==> src/rtl/mdio_master.sv <==
// Clause 22 MDIO management initiator: generates MDC, serialises one read or
// write frame per accepted request and returns one response per frame.
module mdio_master #(
  parameter int unsigned MDC_DIV = 8,
  parameter int unsigned PRE_LEN = 32
) (
  input  logic        clk,
  input  logic        reset_n,
  input  logic        req_valid,
  output logic        req_ready,
  input  logic        req_write,
  input  logic [4:0]  req_phyad,
  input  logic [4:0]  req_regad,
  input  logic [15:0] req_wdata,
  output logic        rsp_valid,
  output logic [15:0] rsp_rdata,
  output logic        rsp_err,
  output logic        mdc,
  output logic        mdo,
  output logic        mdo_en,
  input  logic        mdi
);

  typedef enum logic [2:0] {IDLE, PRE, HDR, TA, DATA} state_t;

  localparam int unsigned      DIV_W    = $clog2(2 * MDC_DIV);
  localparam logic [DIV_W-1:0] RISE_AT  = DIV_W'(MDC_DIV - 1);
  localparam logic [DIV_W-1:0] FALL_AT  = DIV_W'(2 * MDC_DIV - 1);
  localparam logic [5:0]       PRE_LAST = 6'(PRE_LEN - 1);

  state_t           state_q, state_d;
  logic [5:0]       bit_q, bit_d;
  logic [DIV_W-1:0] div_q, div_d;
  logic             wr_q, wr_d;
  logic [31:0]      tx_q, tx_d;
  logic [15:0]      rx_q, rx_d;
  logic             ta_err_q, ta_err_d;
  logic [1:0]       sync_q;
  logic             mdc_q, mdc_d;
  logic             mdo_q, mdo_d;
  logic             mdo_en_q, mdo_en_d;
  logic             rsp_valid_q, rsp_valid_d;
  logic [15:0]      rsp_rdata_q, rsp_rdata_d;
  logic             rsp_err_q, rsp_err_d;
  logic             rise, bit_end, last, done;
  logic [1:0]       drv;

  // Returns {mdo, mdo_en} for a frame position; tx holds ST,OP,PHYAD,REGAD,TA,DATA.
  function automatic logic [1:0] bit_drive(state_t st, logic [5:0] cnt,
                                           logic wr, logic [31:0] tx);
    logic [5:0] pos;
    pos = (st == TA) ? cnt + 6'd14 : (st == DATA) ? cnt + 6'd16 : cnt;
    case (st)
      PRE:      bit_drive = 2'b11;
      HDR:      bit_drive = {tx[5'd31 - pos[4:0]], 1'b1};
      TA, DATA: begin
        if (!wr)            bit_drive = 2'b10;
        else if (pos >= 32) bit_drive = 2'b11;
        else                bit_drive = {tx[5'd31 - pos[4:0]], 1'b1};
      end
      default:  bit_drive = 2'b10;
    endcase
  endfunction

  always_ff @(posedge clk or negedge reset_n) begin
    if (!reset_n) begin
      state_q     <= IDLE;
      bit_q       <= '0;
      div_q       <= '0;
      wr_q        <= 1'b0;
      tx_q        <= '0;
      rx_q        <= '0;
      ta_err_q    <= 1'b0;
      sync_q      <= '0;
      mdc_q       <= 1'b0;
      mdo_q       <= 1'b1;
      mdo_en_q    <= 1'b0;
      rsp_valid_q <= 1'b0;
      rsp_rdata_q <= '0;
      rsp_err_q   <= 1'b0;
    end else begin
      state_q     <= state_d;
      bit_q       <= bit_d;
      div_q       <= div_d;
      wr_q        <= wr_d;
      tx_q        <= tx_d;
      rx_q        <= rx_d;
      ta_err_q    <= ta_err_d;
      sync_q      <= {sync_q[0], mdi};
      mdc_q       <= mdc_d;
      mdo_q       <= mdo_d;
      mdo_en_q    <= mdo_en_d;
      rsp_valid_q <= rsp_valid_d;
      rsp_rdata_q <= rsp_rdata_d;
      rsp_err_q   <= rsp_err_d;
    end
  end

  // DATA runs 48 bit times: 16 data bits then 32 idle-high bits, which pads
  // every frame to PRE_LEN+64 MDC periods.
  always_comb begin
    rise    = (state_q != IDLE) && (div_q == RISE_AT);
    bit_end = (state_q != IDLE) && (div_q == FALL_AT);
    case (state_q)
      PRE:     last = (bit_q == PRE_LAST);
      HDR:     last = (bit_q == 6'd13);
      TA:      last = (bit_q == 6'd1);
      DATA:    last = (bit_q == 6'd47);
      default: last = 1'b0;
    endcase
  end

  always_comb begin
    state_d  = state_q;
    bit_d    = bit_q;
    div_d    = div_q;
    wr_d     = wr_q;
    tx_d     = tx_q;
    rx_d     = rx_q;
    ta_err_d = ta_err_q;
    done     = 1'b0;
    if (state_q == IDLE) begin
      if (req_valid) begin
        state_d = (PRE_LEN == 0) ? HDR : PRE;
        bit_d   = '0;
        div_d   = '0;
        wr_d    = req_write;
        tx_d    = {2'b01, req_write ? 2'b01 : 2'b10, req_phyad, req_regad, 2'b10, req_wdata};
      end
    end else begin
      div_d = bit_end ? '0 : div_q + 1'b1;
      if (rise) begin
        if (state_q == TA && bit_q == 6'd1)   ta_err_d = sync_q[1];
        if (state_q == DATA && bit_q < 6'd16) rx_d = {rx_q[14:0], sync_q[1]};
      end
      if (bit_end) begin
        bit_d = last ? '0 : bit_q + 1'b1;
        if (last) begin
          case (state_q)
            PRE:     state_d = HDR;
            HDR:     state_d = TA;
            TA:      state_d = DATA;
            default: begin
              state_d = IDLE;
              done    = 1'b1;
            end
          endcase
        end
      end
    end
  end

  always_comb begin
    mdc_d       = mdc_q;
    mdo_d       = mdo_q;
    mdo_en_d    = mdo_en_q;
    rsp_valid_d = 1'b0;
    rsp_rdata_d = rsp_rdata_q;
    rsp_err_d   = rsp_err_q;
    drv         = bit_drive(state_d, bit_d, wr_d, tx_d);
    if (state_q == IDLE) begin
      mdc_d = 1'b0;
      if (req_valid) {mdo_d, mdo_en_d} = drv;
      else           {mdo_d, mdo_en_d} = 2'b10;
    end else begin
      if (rise) mdc_d = 1'b1;
      if (bit_end) begin
        mdc_d = 1'b0;
        if (done) begin
          {mdo_d, mdo_en_d} = 2'b10;
          rsp_valid_d       = 1'b1;
          if (wr_q) begin
            rsp_err_d = 1'b0;
          end else begin
            rsp_rdata_d = rx_q;
            rsp_err_d   = ta_err_q;
          end
        end else begin
          {mdo_d, mdo_en_d} = drv;
        end
      end
    end
  end

  assign req_ready = (state_q == IDLE);
  assign rsp_valid = rsp_valid_q;
  assign rsp_rdata = rsp_rdata_q;
  assign rsp_err   = rsp_err_q;
  assign mdc       = mdc_q;
  assign mdo       = mdo_q;
  assign mdo_en    = mdo_en_q;

endmodule

==> config.mk <==
export PLATFORM = sky130hd
export DESIGN_NAME = mdio_master
export DESIGN_NICKNAME = d
export VERILOG_FILES = /design/src/rtl/mdio_master.sv
export SDC_FILE = /design/constraint.sdc
export NUM_CORES = 1
export LEC_CHECK = 0
export CORE_ASPECT_RATIO = 1.1
export CORE_MARGIN = 2
export CORE_UTILIZATION = 50
export DETAILED_ROUTE_END_ITERATION = 10
export PLACE_DENSITY = 0.76
export SETUP_SLACK_MARGIN = 0.5
export SYNTH_ARGS = -nofsm -noshare
export SYNTH_HDL_FRONTEND = slang
export SYNTH_SLANG_ARGS = --single-unit
==> constraint.sdc <==
create_clock -name clk -period 3.31 [get_ports clk]
set_input_delay 0.662 -clock clk [delete_from_list [all_inputs] [get_ports clk]]
set_output_delay 0.662 -clock clk [all_outputs]
set_load 0.02 [all_outputs]
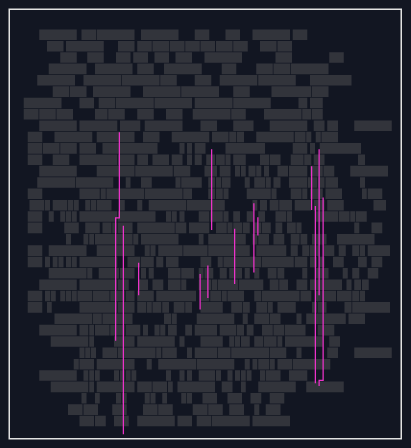
run_1/layer_met4.png
Cells faint in the background.
longest straight run: 49.6 um
main direction: vertical
share of all routed wire: 3.0%
wire length on this layer: 309 um
nets with wire on the layer: 11

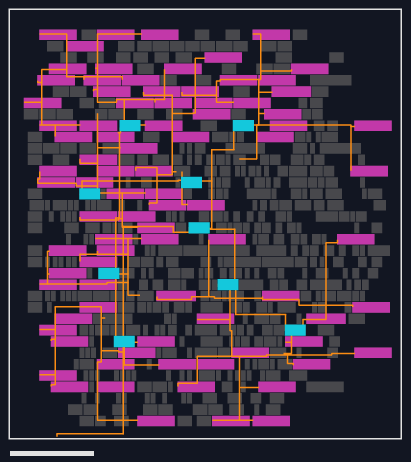
run_1/clk_routes.png
Bar = 20 um.
[clock wires] orange | length: 1,060 um
[clock drivers] cyan | count: 9
[flip-flops] magenta | count: 86
routed clock nets: 10
flops lie: all over the die

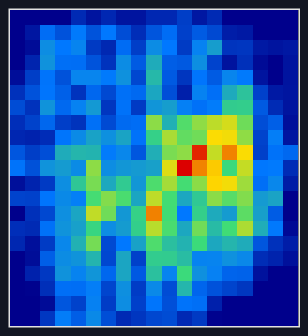
run_1/metal_density.png
19 x 21 tiles, from dark blue (low) to red (high), scaled to the fullest tile. Values are wire area over tile area, all layers added.
emptiest ninth of the die: upper right
mean over tiles: 0.17
tiles over half the peak: 13%
nearly empty tiles: 11%

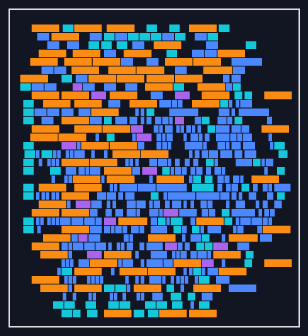
run_1/placement_by_type.png
| class | color | cells |
|---|---|---|
| other buffers and delay cells | cyan | 86 |
| flops | orange | 86 |
| clock drivers and dummy loads | purple | 16 |
| combinational and other logic | blue | 327 |

==> results.txt, run 1 <==
Status: finished, final reports clean
R2r endpoint: mdo
Fin crit period: 3.09 ns
Max-slew violations: 0
Htree depth: 3
WL final: 10,300 um
Post-route ant nets: 0
Worst hold path class: register to register
Fraction of registers with async set/reset: 1.00
Cells after Synth: 434
Crit path max-delay cell type: dfrtp_1
Final setup viols: 0
Synth Seq Share: 0.488
Post-Syn Nets: 469
Die span in y: 103 um
Ports: 53
Clk buf depth: 2
Commonest Layout Cell: nand2_1
Cycle use final: 0.934
Final Hold Fails: 0
Area leader share: 0.482
RD Place Congestion: 0.926
Max stage delay on crit path: 0.52 ns
First-pass GRT wire length: 16,600 um
DRC viols: 0
Initial Utilization: 0.519
Distinct lib cells: 63
Largest net degree at the start of global routing: 87
Wire length per cell: 16.4 um
Peak Freq: 323 MHz
DRT Pass-1 Iters: 6
Die Width: 93.6 um
Worst R2R Path Depth: 12
Clock skew: 0.0100 ns
Crit end category: register
DRT iter0 DRCs: 193
FF-to-FF Start: bit_q[5]
run 1: cell usage after synthesis (3+ instances only):
library cell	instances
nand2_1	100
dfrtp_1	85
mux2_2	36
nor2_1	23
inv_1	16
o21ai_0	16
mux2i_1	15
a21oi_1	13
nand3_1	10
and3_1	8
o211ai_1	8
buf_2	7
clkbuf_1	7
nand2b_1	7
and2_1	5
buf_6	5
nand4_1	5
a221oi_1	4
ha_1	4
nor3_1	4
nor2b_1	3
run 1: final cells by class:
cell class                      instances  area [sq um]  share of cell area
Clock buffer                            9           124              0.0223
Clock inverter                          7          71.3              0.0128
Inverter                               18          71.3              0.0128
Multi-Input combinational cell        309          2200               0.397
Sequential cell                        86          2160               0.388
Tap cell                              111           139              0.0250
Timing Repair Buffer                   86           788               0.142
run 1: per-stage QoR:
stage	power, W	cells	area [sq um]	utilization
floorplan	0.00107	434	4470	-
global placement	0.00113	598	5150	0.606
detailed placement	0.00113	598	5150	0.606
CTS	0.00186	619	5410	0.637
global route	0.00191	626	5550	0.653
finish	0.00184	626	5550	0.653
run 1: metal layers:
layer	global-route usage	share of wire	vias up
met5	0	0	-
met4	0.108	0.030	0
met3	0.0314	0.045	31
met2	0.365	0.49	121
met1	0.295	0.43	1684
li1	-	-	1672
run 1: power breakdown:
group	internal, W	total [W]	switching [W]
logic	0.0000308	0.0000558	0.0000249
clock network	0.000298	0.000733	0.000435
registers	0.00105	0.00105	0.000000371
total	0.00138	0.00184	0.000461
run 1: cells by family (layout without fill, tap and decap cells):
logic type / after synthesis / after routing / synth area share
simple gates: 180 / 180 / 0.196
xor+xnor: 4 / 4 / 0.0122
mux: 52 / 52 / 0.129
flops: 86 / 86 / 0.488
buf+inv: 39 / 120 / 0.0445
compound gates: 69 / 69 / 0.119
fa+ha+maj: 4 / 4 / 0.0113
run 1: flip-flops by register name, indices dropped and copies added, names as in the netlist:
name and flops:
tx_q 32, rx_q 16, state_q 3, mdo_en 1, rsp_err 1, rsp_rdata 16
bit_q 6, div_q 4, mdc 1, ta_err_q 1, sync_q 2, wr_q 1
mdo 1, rsp_valid 1
run 1: what timing repair did:
action                                  CTS  global route
pin swaps                                 9             8
buffers inserted                          5             7
gates resized                             9            13
endpoints found under the setup margin    2             2
run 1: worst max-delay path by stage:
stage	start	depth (start not counted)	to	slack, ns
after CTS	bit_q[0]	11	mdo	0.30
after global placement	state_q[0]	11	mdo	0.21
final	bit_q[5]	12	mdo	0.22
after detailed placement	state_q[0]	11	mdo	0.17
after global routing	bit_q[5]	12	mdo	0.06
after floorplan	div_q[1]	16	mdo	0.42
==> run 2: changes to the inputs <==
ABC_CLOCK_PERIOD_IN_PS = 3310   (was not set)
CORE_MARGIN = 10   (was 2)
CORE_UTILIZATION = 40   (was 50)
PLACE_DENSITY = not set   (was 0.76)
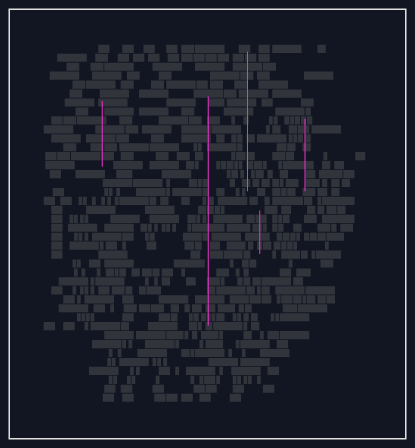
run_2/layer_met4.png
Cells faint in the background.
share of all routed wire: 1.6%
longest straight run: 69.4 um
main direction: vertical

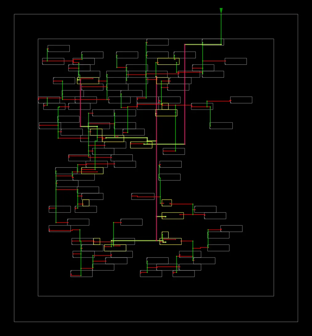
run_2/clocks.png
Latency at later pin: 0.34 ns
Num CTS Buffers: 9

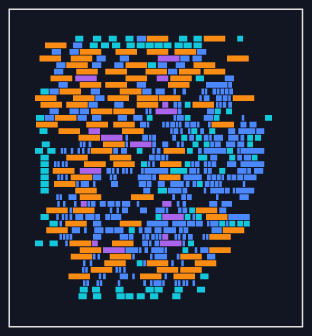
run_2/placement_by_type.png
| class | color | cells |
|---|---|---|
| clock drivers and dummy loads | purple | 16 |
| combinational and other logic | blue | 327 |
| flops | orange | 86 |
| other buffers and delay cells | cyan | 91 |

==> results.txt, run 2 <==
Comb. cell area: 2240 sq um
Post-synth top cells: nand2_1 (100), dfrtp_1 (85), mux2_2 (36)
Post-Syn Nets: 469
Most frequent cell after synthesis: nand2_1
Logic pwr share: 0.027
Post-Place Cells: 640
Final setup viols: 0
WL final: 10,500 um
DRT Pass-1 Iters: 4
Status: finished, final reports clean
Power share of the clock group: 0.468
Top reg by flops: tx_q
CORE AREA: 10,900 sq um
Overflow after GRT: 0
Initial Utilization: 0.406
Design Power: 0.00208 W
Largest net degree at the start of global routing: 87
Fin cells: 667
Peak Freq: 330 MHz
Worst hold path class: register to register
Distinct lib cells: 63
Psw: 0.000446 W
Max reg flops: 32
Clk buf depth: 2
Number of max-cap violations: 0
Max-slew violations: 0
Worst R2R Path Depth: 12
Sw Ratio: 0.214
Area leader share: 0.482
Wire length per cell: 15.7 um
DRC viols: 0
DRT iter0 DRCs: 179
Final Hold Fails: 0
Register Area: 2150 sq um
Synth Seq Share: 0.488
Cycle use final: 0.915
Cells after Synth: 434
Htree depth: 3
Internal power: 0.00164 W
Commonest Layout Cell: nand2_1
Clock skew: 0.00845 ns
Die Width: 120 um
First-pass GRT wire length: 17,600 um
Crit end category: register
Fill cells: 994
Post-route ant nets: 0
run 2: metrics by stage:
step                      cell area [sq um]  hold WS, ns   util
final                                  5770        0.350  0.531
after global routing                   5770        0.370  0.531
after CTS                              5720        0.352  0.526
after detailed placement               5240        0.338  0.482
after global placement                 5240        0.335  0.482
after floorplan                        4470        0.331      -
run 2: worst paths after layout:
check,endpoint,from
max in group asynchronous,state_q[2],reset_n
worst max register to register,mdo,state_q[0]
min in group asynchronous,rsp_rdata[2],reset_n
worst min-delay path,sync_q[1],sync_q[0]
worst min register to register,sync_q[1],sync_q[0]
worst max-delay path,mdo,state_q[0]
run 2: cells by family after synthesis:
family,count (synthesis),synth area share
buffers and inverters,39,0.0445
DFF,86,0.488
xor gates and xnor gates,4,0.0122
muxes,52,0.129
adders and majority gates,4,0.0113
and+or+nand+nor,180,0.196
AOI/OAI and AO/OA,69,0.119
run 2: power by group through the flow:
stage	Sequential (W)	Clock (W)	Combinational, W
after detailed placement	0.00107	0	0.0000582
final	0.00105	0.000974	0.0000562
after global routing	0.00105	0.00105	0.0000627
after global placement	0.00107	0	0.0000578
after floorplan	0.00107	0	0.000000661
after CTS	0.00105	0.00100	0.0000587
run 2: critical path: stages (launching register included):
cell	delay, ns
dfrtp_1	0.43
buf_4	0.19
nand4bb_4	0.21
a21o_1	0.23
a211oi_4	0.30
buf_4	0.18
nor3_1	0.07
o41ai_2	0.35
xor2_1	0.18
a21oi_1	0.09
or3b_1	0.42
a311oi_2	0.22
nor2_1	0.06
run 2: per-layer routing:
layer  vias to the layer above  global-route usage  part of all wire
met3                        13              0.0233             0.024
met4                         0              0.0547             0.016
met1                      1687               0.174              0.46
met2                        52               0.228              0.50
li1                       1681                   -                 -
met5                         -                   0                 0
run 2: final cells by class:
class	instances	share of cell area
clock buffers	11	0.0438
clock inverters	5	0.00716
inverters	18	0.0126
multi-input cells	309	0.387
flip-flops and latches	86	0.373
well taps	147	0.0319
repair buffers	91	0.144
run 2: timing repair:
item                       4_1_cts  5_1_grt
resized                         19        8
pin swaps                       11        1
setup endpoints to repair        2        1
buffers inserted                11        0
==> run 3: changes to the inputs <==
GPL_TIMING_DRIVEN = 0   (was not set)
HOLD_SLACK_MARGIN = 0.08   (was not set)
SETUP_SLACK_MARGIN = 0.15   (was 0.5)
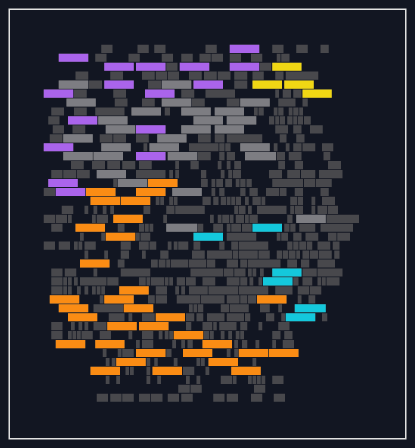
run_3/flops_by_reg.png
Other sequential cells in the stronger gray, the rest of the logic in the fainter gray.
| netlist name | color | placed flops |
|---|---|---|
| rsp_rdata | purple | 16 |
| tx_q | orange | 32 |
| bit_q | cyan | 6 |
| div_q | yellow | 4 |
not colored: 28

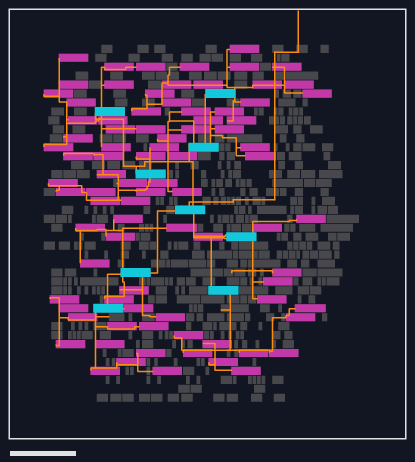
run_3/clk_routes.png
Bar = 20 um.
[clock drivers] cyan | count: 9
[clock wires] orange | length: 1,050 um
[flip-flops] magenta | count: 86
routed clock nets: 10

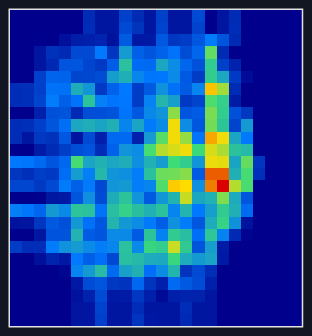
run_3/metal_density.png
24 x 26 tiles, from dark blue (low) to red (high), scaled to the fullest tile. Values are wire area over tile area, all layers added.
densest ninth of the die: center
emptiest ninth of the die: lower right
fullest tile: 0.60
tiles over half the peak: 6.4%

==> results.txt, run 3 <==
Worst hold path class: primary input to async pin
Latency at later pin: 0.33 ns
GR Util met3: 0.0285
DRT iter0 DRCs: 134
Distinct lib cells: 63
CORE AREA: 10,900 sq um
Commonest Layout Cell: nand2_1
Area leader share: 0.482
Synth Seq Share: 0.488
Max-slew violations: 0
Peak Freq: 314 MHz
Ports: 53
Logic pwr share: 0.029
Grt met2 use: 0.223
Post-synth top cells: nand2_1 (100), dfrtp_1 (85), mux2_2 (36)
Status: finished, final reports clean
Die span in y: 130 um
First-pass GRT wire length: 17,300 um
Power share of the clock group: 0.475
RD Place Congestion: 0.851
DRT Pass-1 Iters: 4
Top reg by flops: tx_q
Die Width: 120 um
Max stage delay on crit path: 0.49 ns
Final setup viols: 0
DRC viols: 0
Cycle use final: 0.961
Number of max-cap violations: 0
Post-route ant nets: 0
Crit path max-delay cell type: dfrtp_1
Num CTS Buffers: 9
CP top delay family: AND-OR/OR-AND gates
Crit end category: register
Max reg flops: 32
## run 3: path summary, 6_finish.rpt
kind / startpoint / cells past startpoint / endpoint
min in group clk: sync_q[0] / 0 / sync_q[1]
worst max register to register: bit_q[5] / 12 / mdo
worst min register to register: sync_q[0] / 0 / sync_q[1]
max in group asynchronous: reset_n / 2 / mdo
worst max-delay path: bit_q[5] / 12 / mdo
worst min-delay path: reset_n / 1 / div_q[1]
## run 3: area by class of cell
class / instances / area [sq um]
clock buffer: 11 / 243
tap: 147 / 184
multi-input combinational: 309 / 2290
clock inverter: 4 / 55.1
timing repair buffer: 73 / 712
inverter: 18 / 71.3
buffer: 21 / 168
sequential: 86 / 2160
fill: 990 / 4980
## run 3: timing repair
item	CTS	global route
gates resized	18	43
endpoints found under the setup margin	1	11
pin swaps	18	17
setup buffers	12	8
## run 3: cell families after synthesis
group,share of synthesized area
DFF,0.488
xor gates and xnor gates,0.0122
and+or+nand+nor,0.196
buffers and inverters,0.0445
AOI/OAI and AO/OA,0.119
adders and majority gates,0.0113
muxes,0.129
## run 3: routing by layer
layer	wire [um]	vias up	part of all wire
met5	0	-	0
met4	174	0	0.016
met3	385	14	0.036
met2	5390	66	0.51
met1	4660	1688	0.44
li1	-	1680	-
## run 3: stage by stage
| step | hold slack (ns) | instance area, sq um | worst slack (ns) | cells | power, W |
|---|---|---|---|---|---|
| 4_1_cts | 0.220 | 5630 | 0.151 | 661 | 0.00215 |
| 6_report | 0.221 | 5880 | 0.128 | 669 | 0.00212 |
| 5_1_grt | 0.229 | 5880 | 0.000470 | 669 | 0.00220 |
| 2_1_floorplan | 0.331 | 4410 | 0.181 | 434 | 0.00107 |
| 3_3_place_gp | 0.334 | 5120 | -1.57 | 633 | 0.00113 |
| 3_5_place_dp | 0.336 | 5140 | -0.187 | 634 | 0.00113 |
## run 3: power by group through the flow
| stage | Clock (W) | Sequential (W) | Combinational (W) |
|---|---|---|---|
| 3_5_place_dp | 0 | 0.00107 | 0.0000628 |
| 3_3_place_gp | 0 | 0.00107 | 0.0000583 |
| 5_1_grt | 0.00108 | 0.00105 | 0.0000674 |
| 6_report | 0.00101 | 0.00105 | 0.0000609 |
| 2_1_floorplan | 0 | 0.00107 | 0.000000661 |
| 4_1_cts | 0.00103 | 0.00105 | 0.0000632 |
Power figures rest on the tool's default switching activity, not on a simulated workload.
